### Cell density map, run 1

The bar under the picture is 20 um long. 12 x 12 tiles, from dark blue (low) to red (high), 0 to 100% covered.
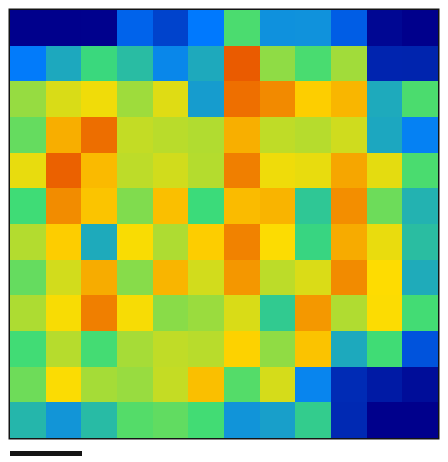
### Congestion heat map, run 1

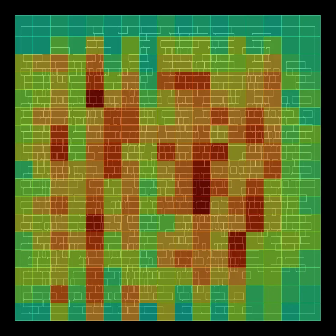
### M2 wires, run 1

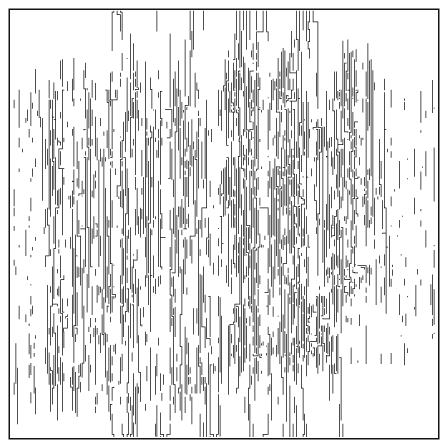
### src/rtl/mem_access_seq.sv
// Sequences one load/store onto a byte-addressed data cache, splitting misaligned halfword/word accesses into byte ops.
// Response after N+1 (store) or N+2 (load) cycles. req_ready only in IDLE. The response pulse is never stalled.
module mem_access_seq (
  input  logic        clk,
  input  logic        rst,
  input  logic        req_valid,
  output logic        req_ready,
  input  logic        req_we,
  input  logic [2:0]  req_width,
  input  logic [5:0]  req_addr,
  input  logic [31:0] req_wdata,
  output logic        resp_valid,
  output logic        resp_err,
  output logic [31:0] resp_rdata,
  output logic        cache_mode,
  output logic [2:0]  cache_width,
  output logic [5:0]  cache_select,
  output logic [31:0] cache_in,
  input  logic [31:0] cache_out
);

  typedef enum logic [1:0] {IDLE, ISSUE, WAIT, RESP} state_t;

  state_t      state_q, state_d;
  logic        we_q, we_d;
  logic [2:0]  width_q, width_d;
  logic [5:0]  addr_q, addr_d;
  logic [31:0] wdata_q, wdata_d;
  logic        split_q, split_d;
  logic        err_q, err_d;
  logic [1:0]  cnt_q, cnt_d;
  logic [1:0]  last_q, last_d;
  logic [31:0] rdata_q, rdata_d;

  logic        req_illegal;
  logic        req_aligned;
  logic [1:0]  req_last;
  logic [31:0] asm_word;

  always_ff @(posedge clk) begin
    if (rst) begin
      state_q <= IDLE;
      we_q    <= 1'b0;
      width_q <= 3'b000;
      addr_q  <= 6'd0;
      wdata_q <= 32'd0;
      split_q <= 1'b0;
      err_q   <= 1'b0;
      cnt_q   <= 2'd0;
      last_q  <= 2'd0;
      rdata_q <= 32'd0;
    end else begin
      state_q <= state_d;
      we_q    <= we_d;
      width_q <= width_d;
      addr_q  <= addr_d;
      wdata_q <= wdata_d;
      split_q <= split_d;
      err_q   <= err_d;
      cnt_q   <= cnt_d;
      last_q  <= last_d;
      rdata_q <= rdata_d;
    end
  end

  always_comb begin
    state_d = state_q;
    we_d    = we_q;
    width_d = width_q;
    addr_d  = addr_q;
    wdata_d = wdata_q;
    split_d = split_q;
    err_d   = err_q;
    cnt_d   = cnt_q;
    last_d  = last_q;
    rdata_d = rdata_q;

    req_illegal = (req_width == 3'b011) || (req_width[2:1] == 2'b11) ||
                  (req_we && req_width[2]);
    case (req_width[1:0])
      2'b00:   begin req_aligned = 1'b1;                 req_last = 2'd0; end
      2'b01:   begin req_aligned = ~req_addr[0];         req_last = 2'd1; end
      default: begin req_aligned = (req_addr[1:0] == 2'b00); req_last = 2'd3; end
    endcase

    // Final split-load byte arrives during WAIT, so merge it before extending.
    asm_word = rdata_q;
    asm_word[{cnt_q, 3'b000} +: 8] = cache_out[7:0];

    case (state_q)
      IDLE: begin
        if (req_valid) begin
          we_d    = req_we;
          width_d = req_width;
          addr_d  = req_addr;
          wdata_d = req_wdata;
          err_d   = req_illegal;
          split_d = ~req_aligned;
          last_d  = req_aligned ? 2'd0 : req_last;
          cnt_d   = 2'd0;
          rdata_d = 32'd0;
          state_d = req_illegal ? RESP : ISSUE;
        end
      end
      ISSUE: begin
        if (!we_q && split_q && (cnt_q != 2'd0))
          rdata_d[{cnt_q - 2'd1, 3'b000} +: 8] = cache_out[7:0];
        if (cnt_q == last_q)
          state_d = we_q ? RESP : WAIT;
        else
          cnt_d = cnt_q + 2'd1;
      end
      WAIT: begin
        if (split_q) begin
          case (width_q)
            3'b001:  rdata_d = {{16{asm_word[15]}}, asm_word[15:0]};
            3'b101:  rdata_d = {16'd0, asm_word[15:0]};
            default: rdata_d = asm_word;
          endcase
        end else begin
          rdata_d = cache_out;
        end
        state_d = RESP;
      end
      RESP:    state_d = IDLE;
      default: state_d = IDLE;
    endcase
  end

  // Outputs are forced idle while rst is high so an abandoned op never reaches the cache.
  always_comb begin
    req_ready    = (state_q == IDLE);
    resp_valid   = (state_q == RESP) && !rst;
    resp_err     = resp_valid && err_q;
    resp_rdata   = resp_valid ? rdata_q : 32'd0;
    cache_mode   = 1'b1;
    cache_width  = 3'b010;
    cache_select = 6'd0;
    cache_in     = 32'd0;
    if ((state_q == ISSUE) && !rst) begin
      cache_mode = ~we_q;
      if (split_q) begin
        cache_width  = we_q ? 3'b000 : 3'b100;
        cache_select = addr_q + {4'd0, cnt_q};
        cache_in     = we_q ? {24'd0, wdata_q[{cnt_q, 3'b000} +: 8]} : 32'd0;
      end else begin
        cache_width  = width_q;
        cache_select = addr_q;
        cache_in     = we_q ? wdata_q : 32'd0;
      end
    end
  end

endmodule

### config.mk
export PLATFORM = sky130hd
export DESIGN_NAME = mem_access_seq
export DESIGN_NICKNAME = d
export VERILOG_FILES = /design/src/rtl/mem_access_seq.sv
export SDC_FILE = /design/constraint.sdc
export NUM_CORES = 1
export LEC_CHECK = 0
export CORE_MARGIN = 2
export CORE_UTILIZATION = 40
export CTS_BUF_LIST = sky130_fd_sc_hd__clkbuf_8
export DETAILED_ROUTE_END_ITERATION = 16
export PLACE_DENSITY = 0.69
export SLEW_MARGIN = 10
export SYNTH_ARGS = -nofsm -noshare
export SYNTH_HDL_FRONTEND = slang
export SYNTH_SLANG_ARGS = --single-unit
### constraint.sdc
create_clock -name clk -period 2.4 [get_ports clk]
set_input_delay 0.36 -clock clk [delete_from_list [all_inputs] [get_ports clk]]
set_output_delay 0.36 -clock clk [all_outputs]
set_load 0.05 [all_outputs]
==> Changelog: implementation, run 1 <==
## Implementation

- Outcome: complete, no violations
- Slew at the pin closest to its max-slew limit: between 900 and 1000 ps
- Worst EP required: 2040 ps
- RePlAce Congestion: between 0.8 and 0.9
- Clk slew on worst S/H paths: 80 ps
- Maximum vdd drop: 0.355 mV
- Post-place setup slack: 171 ps
- Crit path DAT: a little under 2000 ps
- Hold WC Path Type: flip-flop to flip-flop
- Ys Warns: 0
- First-pass GRT wire length: a little under 30000 um
- Clk. pwr: about 1100 uW
- Postcts setup bufs: 2
- Fin Hold WS: roughly 470 ps
- Syn_area_per_cell: 7.52 um2
- Inst Count DP: just under 1k
- WHS Path Cells: 2
- Vias/cell: between 5 and 6
- Top post-synthesis cells by count: nand2_1 (126), a21oi_1 (82), dfxtp_1 (82)
- Top Family by Delay on Critical Path: buffers and inverters
## Picture notes: 'Cell density map'
The emptiest ninth of the die: lower right. 22% of the tiles are over 75% full. 4.9% of the tiles are nearly empty.

## Picture notes: 'Congestion heat map'
total global-route track usage: 25.1%
grt met3 use: 7.34%
GRT Max-Usage Layer: met2
GRT met1 Usage: 29.9%
M2 GR Usage: 42.2%

## Picture notes: 'M2 wires'
The wires run mostly vertical. The layer carries 8490 um of wire. 763 nets have wire on it.

## run 1: final cells by class
type	instances	area [um2]	area share [%]
Multi-Input combinational cell	537	3400	42.4
Tap cell	172	215	2.68
Clock buffer	9	124	1.54
Inverter	19	71.3	0.889
Sequential cell	82	1640	20.5
Clock inverter	7	86.3	1.08
Timing Repair Buffer	185	2480	30.9
## run 1: registers in the layout, indices dropped and copies added, names as in the netlist, 2 cells and up
register / flops
rdata_q: 32
last_q: 2
cnt_q: 2
wdata_q: 32
addr_q: 6
width_q: 3
state_q: 2
## run 1: cells by family (layout without fill, tap and decap cells)
logic type,after synthesis,count (layout),synth area share [%]
xor+xnor,5,5,0.834
simple gates,294,294,27.7
flops,82,82,31.3
compound gates,216,216,29.0
buf+inv,79,220,6.10
mux,8,8,1.55
fa+ha+maj,14,14,3.48
==> inputs of run 2 (changes only) <==
RECOVER_POWER = 100   (was default)
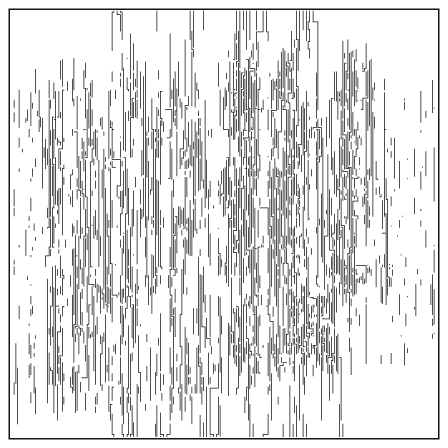
*M2 wires, run 2*
The longest straight run is 45.9 um. The wires run mostly vertical. 765 nets have wire on it. The layer carries 8630 um of wire.

==> Changelog: implementation, run 2 <==
## Implementation

- Dominant comb cell: AND-OR/OR-AND gates
- Logic area: 0.00340 mm2 (unchanged)
- First-pass GRT wire length: 28900 um (unchanged)
- Hold WC Path Type: flip-flop to flip-flop
- Post-Synth AOI/OAI Area: 29.0% (unchanged)
- Vias/cell: 5.80 (+0.72%)
- Mux frac, synth: 1.55% (unchanged)
- Total global-route track usage: 25.1% (unchanged)
- Outcome: complete, no violations
- Crit path DAT: 1960 ps (about the same)
- Syn_area_per_cell: 7.52 um2 (unchanged)
- Seq area share: 20.8% (+0.37 points)
- Dominant class by area: multi-input combinational cells
- Multi-input gates: 537 (unchanged)
- FF/Latch Area: 0.00164 mm2 (unchanged)
- Clk tree area frac: 2.67% (+0.047 points)
- Clk slew on worst S/H paths: 80 ps (about the same)
- Data buffer area share: 29.7% (-1.2 points)
- RePlAce Congestion: 0.875 (unchanged)
- Inst Count DP: 992 (unchanged)
- Worst EP required: 2040 ps (about the same)
- Clk. pwr: 1100 uW (about the same)
- Flip-flops: 82 (unchanged)
- Post-place setup slack: 171 ps (unchanged)
- Comb area share: 43.2% (+0.76 points)
- Top flop regs: rdata_q: 32 flops, wdata_q: 32 flops, addr_q: 6 flops
- Basic Gates by Area: 27.7% (unchanged)
- Ys Warns: 0 (unchanged)
- Maximum vdd drop: 0.351 mV (-1.1%)
- Postcts setup bufs: 2 (unchanged)
- N_taps: 172 (unchanged)
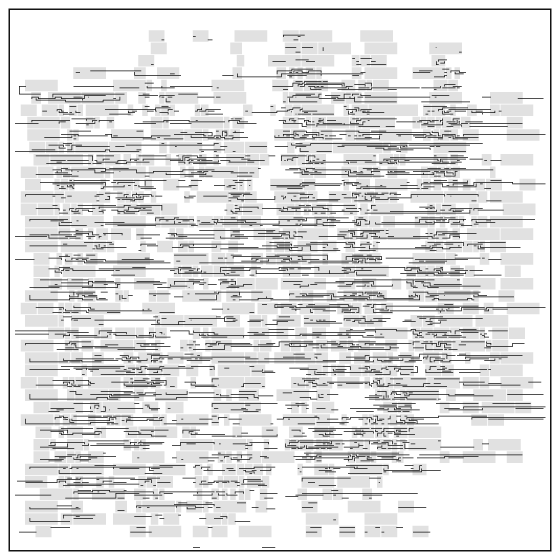
*The metal 1 layer, run 2*
The layer carries 6930 um of wire. The layer holds 38% of the routed length. The wires run mostly horizontal. 783 nets have wire on it. The longest straight run is 37.7 um.

## run 2: metrics by stage
step                      total power [uW]  instance area (um2)
after CTS                             4950                 7990
after floorplan                       3190                 5320
final                                 4950                 7880
after detailed placement              3860                 7740
after global placement                3780                 7740
after global routing                  5220                 7880
## run 2: metal layers
metal	wire, um	up-vias	global-route usage, %
li1	-	2752	-
met2	8630	333	42.2
met5	0	-	0
met3	1960	41	7.34
met4	510	0	10.2
met1	6930	2740	29.9
## run 2: worst max-delay path, stage by stage, from the launching register on
cell	delay [ps]
dfxtp_1	360
inv_1	90
ha_1	170
buf_4	210
nand2b_1	110
buf_4	190
a211oi_2	270
buf_12	180
==> inputs of run 3 (changes only) <==
ABC_AREA = 0   (was default)
CTS_CLUSTER_DIAMETER = 150   (was default)
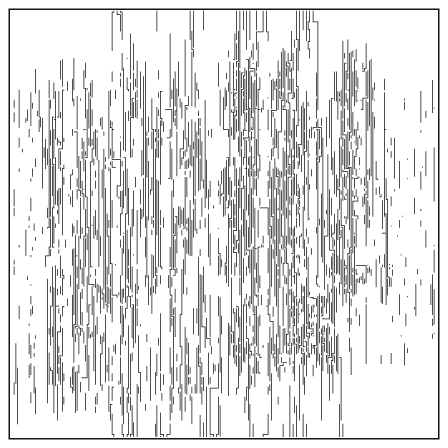
*M2 wires, run 3*
The longest straight run is 45.9 um. 765 nets have wire on it. The layer holds 48% of the routed length.

==> Changelog: implementation, run 3 <==
## Implementation

- Vias/cell: 5.80 (unchanged)
- Post-place setup slack: 171 ps (unchanged)
- Postcts setup bufs: 2 (unchanged)
- First-pass GRT wire length: 28900 um (unchanged)
- GRT met1 Usage: 29.9% (unchanged)
- Seq area share: 20.8% (unchanged)
- Clk slew on worst S/H paths: 80 ps (about the same)
- Comb area share: 43.2% (unchanged)
- GRT Max-Usage Layer: met2
- Hold WC Path Type: flip-flop to flip-flop
- Final Instance Area: 0.00788 mm2 (unchanged)
- Routed wl met2: 8630 um (unchanged)
- Syn_area_per_cell: 7.52 um2 (unchanged)
- Flip-flops: 82 (unchanged)
- Dominant class by area: multi-input combinational cells
- Total global-route track usage: 25.1% (unchanged)
- Met3 wire len: 1960 um (unchanged)
- CP peak stage delay: 360 ps (about the same)
- FP Core Util: between 40% and 50%
- FF/Latch Area: 0.00164 mm2 (unchanged)
- Top flop regs: rdata_q: 32 flops, wdata_q: 32 flops, addr_q: 6 flops
- Maximum vdd drop: 0.351 mV (unchanged)
- Tot Pwr: 4950 uW (unchanged)
- Post-DP Area: 0.00774 mm2 (unchanged)
- Logic area: 0.00340 mm2 (unchanged)
- Slowest CP cell: dfxtp_1
- Top layer in use: met4
- Worst EP required: 2040 ps (about the same)
- Data buffer area share: 29.7% (unchanged)
- Crit path DAT: 1960 ps (about the same)
- Critical Path, Cell by Cell: inv_1 > ha_1 > buf_4 > nand2b_1 > buf_4 > a211oi_2 > buf_12
- Ys Warns: 0 (unchanged)
- N_taps: 172 (unchanged)
- Outcome: complete, no violations
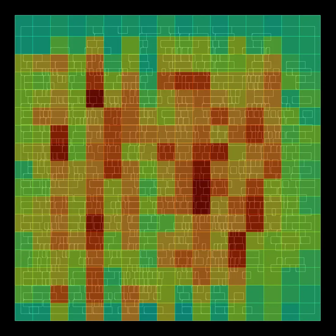
*Congestion heat map, run 3*
wire length per cell: 17.8 um
Final Core Density: 61.9%

run 3: kinds of logic after synthesis:
family	synth area share, %
flip-flops	31.3
buffers and inverters	6.10
multiplexers	1.55
AND/OR/NAND/NOR	27.7
AND-OR/OR-AND	29.0
adder cells (fa/ha/maj)	3.48
XOR/XNOR	0.834
run 3: power by group through the flow:
stage / logic [uW] / clock network (uW) / registers (uW)
global placement: 1990 / 0 / 1790
finish: 2070 / 1100 / 1780
floorplan: 1460 / 0 / 1730
detailed placement: 2060 / 0 / 1800
global route: 2250 / 1160 / 1800
CTS: 2080 / 1110 / 1770
run 3: critical path: cells and delay by family (launching register included):
family,cells,cell delay (ps)
adders and majority gates,1,170
and+or+nand+nor,1,110
buffers and inverters,4,670
AOI/OAI and AO/OA,1,270
DFF,1,360
Power and IR drop assume default switching activity.
